run_1/congestion_map.png
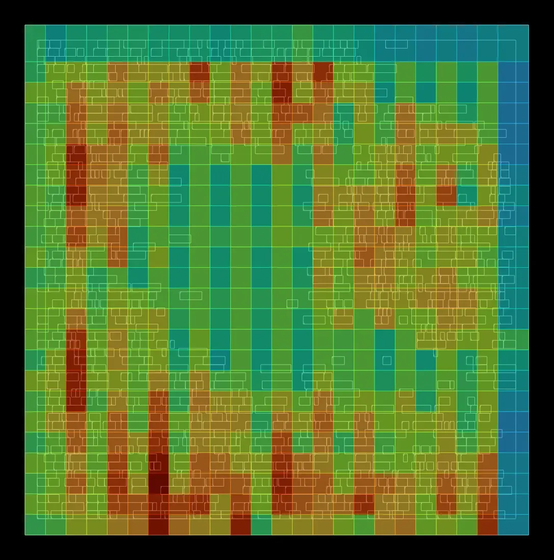
run_1/closeup.png
Window x 114 to 139, y 116 to 141 µm. Cells in grey, sequential cells in the stronger grey; small squares are vias.
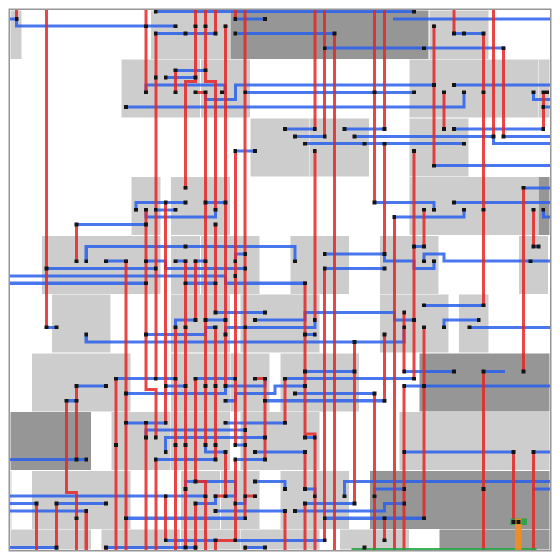
run_1/ff_map.png
Scale: 3 px per µm. Other sequential cells in the stronger grey, the rest of the logic in the fainter grey.
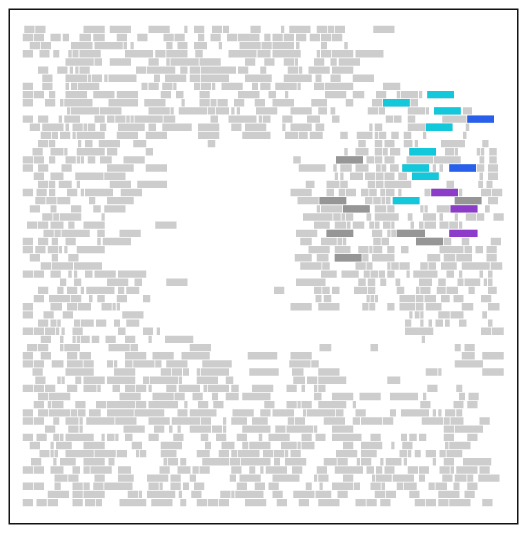
==> config.mk <==
export PLATFORM = sky130hd
export DESIGN_NAME = streamer_tcdm_rr_arbiter
export DESIGN_NICKNAME = d
export VERILOG_FILES = /design/src/rtl/streamer_tcdm_rr_arbiter.sv
export SDC_FILE = /design/constraint.sdc
export NUM_CORES = 1
export LEC_CHECK = 0
export CAP_MARGIN = 20
export CORE_AREA = 4 4 165 167
export CTS_CLUSTER_SIZE = 20
export DETAILED_ROUTE_END_ITERATION = 8
export DIE_AREA = 0 0 169 171
export PLACE_DENSITY = 0.49
export SYNTH_ARGS = -nofsm -noshare
export SYNTH_HDL_FRONTEND = slang
export SYNTH_SLANG_ARGS = --single-unit
==> constraint.sdc <==
create_clock -name clk_i -period 3.4 [get_ports clk_i]
set_input_delay 0.68 -clock clk_i [delete_from_list [all_inputs] [get_ports clk_i]]
set_output_delay 0.68 -clock clk_i [all_outputs]
set_load 0.05 [all_outputs]
==> qor.yml, run 1 <==
cells_and_area:
  nFlopsAndLatches: 21
  largestClassByArea: "non-clock buffers"
  layout-drive-gt1-share_pct: 40.6
  n_antenna_cell: 0
  area_delta_synth_final_pct: 180
  buffers: 509
clock_network:
  clock_sinks: 21
  cts_setup_buffers: 20
  ctsResizeCount: 184
timing:
  setup_viol_count_final: 75
  hold_viol: 0
  worst_slack_ns: -0.397
  rsz0062_at_grt: "true"
  finalSetupTns_ns: -21.58
synthesis:
  synth_top_cell_by_count: "nand2_1"
  yosys_warnings: 0
  synthFlopType: "dfrtp_1"
  async_flop_share_pct: 100
  edf_count: 0
  fp_nets: 967
  ys_sh_mux_pct: 4.88
  synthDistinctLibCells: 59
placed_design:
  place_ws_ns: -0.980
  place_congestion: 0.849
grt:
  use_met3_pct: 3.56
  antenna_found_initial: 3
  first_global_vias: 7036
worst_setup_path:
  crit_top_cell: "buf_12"
  slowest_stage: "dfrtp_2"
  crit_family: "AND-OR/OR-AND gates"
  crit_chain: "buf_6 > mux2_4 > a221oi_4 > o22ai_2 > o21ba_1 > a221o_4 > buf_12 > buf_4 > buf_12 > a211oi_2 > buf_4 > a311oi_4 > buf_12"
  crit_buf_inv: 6
  cp.arrival_ns: 3.12
route:
  route.met3.wl_um: 1550
  met1_length_um: 12100
  wirelength_um: 29800
  drt_iter0_drc: 238
  remaining_drc_errors: 0
power_and_ir_drop:
  p_leak_uw: 0.00468
  pg_comb_uw: 4980
  peakVddDrop_mv: 0.258
  finalPower_uw: 5560
floorplanning:
  initCoreUtil_pct: 17.2
  fp.dieW_um: 169
run:
  tool_warnings: 35
status:
  violations: "negative setup slack"
  status: "finished with violations"
About congestion_map.png:
Tot GR Track Use: 18.6%
Avg WL per Cell: 21.5 µm

About closeup.png:
- M1: blue
- M3: green
- M2: red
- M4: orange
- sequential cells in the window: 3
- cells with their middle in the window: 37
- most frequent: o211ai_1 (6), a21boi_1 (4)

About ff_map.png:
- id_mem_q: cyan (flops 8; where upper right)
- rd_ptr_q: blue (flops 2)
- outst_o: purple (flops 3)
Flop area: 528 µm²
flop share of the area: 4.25%

==> run 2: changes to the inputs <==
--- a/config.mk
+++ b/config.mk
@@ -5,11 +5,11 @@
 export SDC_FILE = /design/constraint.sdc
 export NUM_CORES = 1
 export LEC_CHECK = 0
-export CAP_MARGIN = 20
 export CORE_AREA = 4 4 165 167
 export CTS_CLUSTER_SIZE = 20
 export DETAILED_ROUTE_END_ITERATION = 8
 export DIE_AREA = 0 0 169 171
+export MAX_ROUTING_LAYER = met4
 export PLACE_DENSITY = 0.49
 export SYNTH_ARGS = -nofsm -noshare
 export SYNTH_HDL_FRONTEND = slang
==> qor.yml, run 2 <==
status:
  status: "aborted with a tool error"  # was finished with violations
  haltStage: "detailed routing (5_2_route)"
  error: "[ERROR DRT-0255] Maze Route cannot find path of net clk_i in worker of routeBox ( 144900 96600 ) ( 169000 144900 )."
grt:
  antenna_found_initial: 3  # unchanged
  first_global_vias: 7052  # was 7036
  busiest_layer: "met2"  # unchanged
  use_met3_pct: 3.26  # was 3.56%
  met2_usage_pct: 34.3  # unchanged
  grt_start_max_net_pins: 43  # unchanged
  gr-total-overflow: 0  # unchanged
  grt_usage_pct: 19.1  # was 18.6%
  use_met1_pct: 22.8  # was 22.7%
clock_network:
  ctsResizeCount: 184  # unchanged
  hold_buffers: 0  # unchanged
  cts_root_buffer: "clkbuf_16"  # unchanged
  cts_setup_buffers: 20  # unchanged
  htree_num_levels: 1  # unchanged
  clock_sinks: 21  # unchanged
synthesis:
  logic_family: "AND-OR/OR-AND gates"  # unchanged
  synth_top_cell_by_count: "nand2_1"  # unchanged
  yosys_area_um2: 4430  # unchanged
  fp_nets: 967  # unchanged
  synthSimpleGateAreaFrac_pct: 28.2  # unchanged
  async_flop_share_pct: 100  # unchanged
  synth.top_cells.by_count: "147 x nand2_1, 71 x a211oi_1, 71 x and3_1"  # unchanged
  synthDistinctLibCells: 59  # unchanged
  top_area_share_pct: 13.4  # unchanged
  largest_area_cell: "a311oi_1"  # unchanged
  area_leaders: "a311oi_1 13%, nand2_1 12%, a211oi_1 12%, dfrtp_1 12%, and3_1 10%"  # unchanged
  yosys_cells: 638  # unchanged
  edf_count: 0  # unchanged
  ys_sh_mux_pct: 4.88  # unchanged
  synthCells: 638  # unchanged
  fa_ha_area_share_pct: 3.27  # unchanged
  yosys_warnings: 0  # unchanged
  synthFlopType: "dfrtp_1"  # unchanged
  syn-cell-area_um2: 4430  # unchanged
floorplanning:
  io_pins: 432  # unchanged
  fp.dieW_um: 169  # unchanged
  die_h_um: 171  # unchanged
  fp-row-count: 59  # unchanged
  initCoreUtil_pct: 17.2  # unchanged
timing:
  worstEndpointType: "top-level output"
placed_design:
  dp_hpwl_um: 21500  # unchanged
  port_buffers: 367  # unchanged
  placed_cells: 1328  # unchanged
  place_ws_ns: -0.980  # unchanged
  place_congestion: 0.866  # was 0.849
  post_dp_cell_area_um2: 10400  # unchanged
==> run 3: changes to the inputs <==
==> config.mk (replaced) <==
export PLATFORM = sky130hd
export DESIGN_NAME = streamer_tcdm_rr_arbiter
export DESIGN_NICKNAME = d
export VERILOG_FILES = /design/src/rtl/streamer_tcdm_rr_arbiter.sv
export SDC_FILE = /design/constraint.sdc
export NUM_CORES = 1
export LEC_CHECK = 0
export CORE_AREA = 4 4 166 168
export DETAILED_ROUTE_END_ITERATION = 8
export DIE_AREA = 0 0 170 172
export PLACE_DENSITY_LB_ADDON = 0.15
export SYNTH_ARGS = -nofsm -noshare
export SYNTH_HDL_FRONTEND = slang
export SYNTH_SLANG_ARGS = --single-unit
==> constraint.sdc (replaced) <==
create_clock -name clk_i -period 4.4 [get_ports clk_i]
set_input_delay 0.88 -clock clk_i [delete_from_list [all_inputs] [get_ports clk_i]]
set_output_delay 0.88 -clock clk_i [all_outputs]
set_load 0.05 [all_outputs]
run_3/congestion_map.png
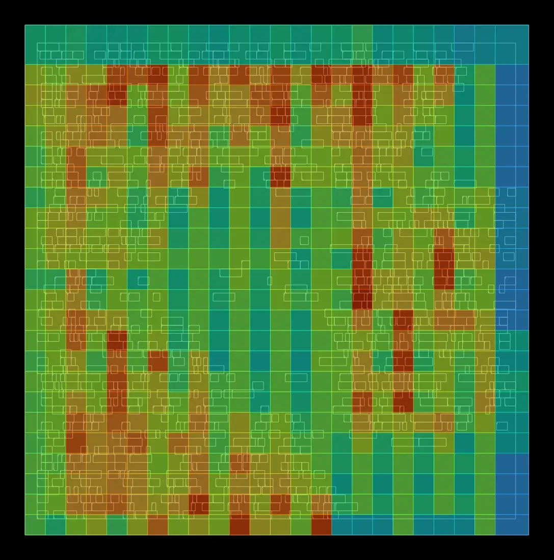
Util after Layout: 39.7%
gr busiest metal: met2
met1 Use GR: 21.6%

run_3/m1.png
Scale: 1.5 px per µm.
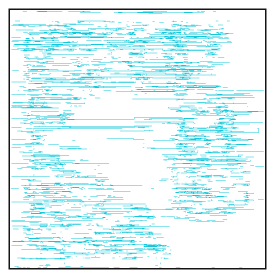
- share of all routed wire: 40%
- wire length on this layer: 11200 µm
Total Wirelength: 28000 µm
Via Count: 6441

==> qor.yml, run 3 <==
cells_and_area:
  seqCellArea_um2: 527
  layout-drive-gt1-share_pct: 27.2
  area_delta_synth_final_pct: 132
  seq_share_pct: 5.12
synthesis:
  synthCells: 638  # unchanged
  synthDistinctLibCells: 59  # unchanged
  area_leaders: "a311oi_1 13%, nand2_1 12%, a211oi_1 12%, dfrtp_1 12%, and3_1 10%"  # unchanged
  fa_ha_area_share_pct: 3.27  # unchanged
  synth_top_cell_by_count: "nand2_1"  # unchanged
  async_flop_share_pct: 100  # unchanged
  edf_count: 0  # unchanged
  yosys_area_um2: 4430  # unchanged
placed_design:
  place_ws_ns: -0.215  # was -0.980 ns
grt:
  grt_start_max_net_pins: 37  # was 43
  antenna_found_initial: 3  # unchanged
  first_global_vias: 6703  # was 7052
  use_met3_pct: 5.17  # was 3.26%
power_and_ir_drop:
  pg_comb_uw: 3050
  finalPower_uw: 3520
  peakVddDrop_mv: 0.245
  p_leak_uw: 0.00412
worst_setup_path:
  crit_family: "AND-OR/OR-AND gates"
  cp.arrival_ns: 3.41
route:
  remaining_drc_errors: 0
  met1_length_um: 11200
  avgRoutedWirePerCell_um: 20.6
floorplanning:
  io_pins: 432  # unchanged
status:
  status: "completed"  # was aborted with a tool error
timing:
  finalSetupTns_ns: 0
  setup_viol_count_final: 0
clock_network:
  cts_setup_buffers: 2  # was 20
  ctsResizeCount: 41  # was 184
  hold_buffers: 0  # unchanged
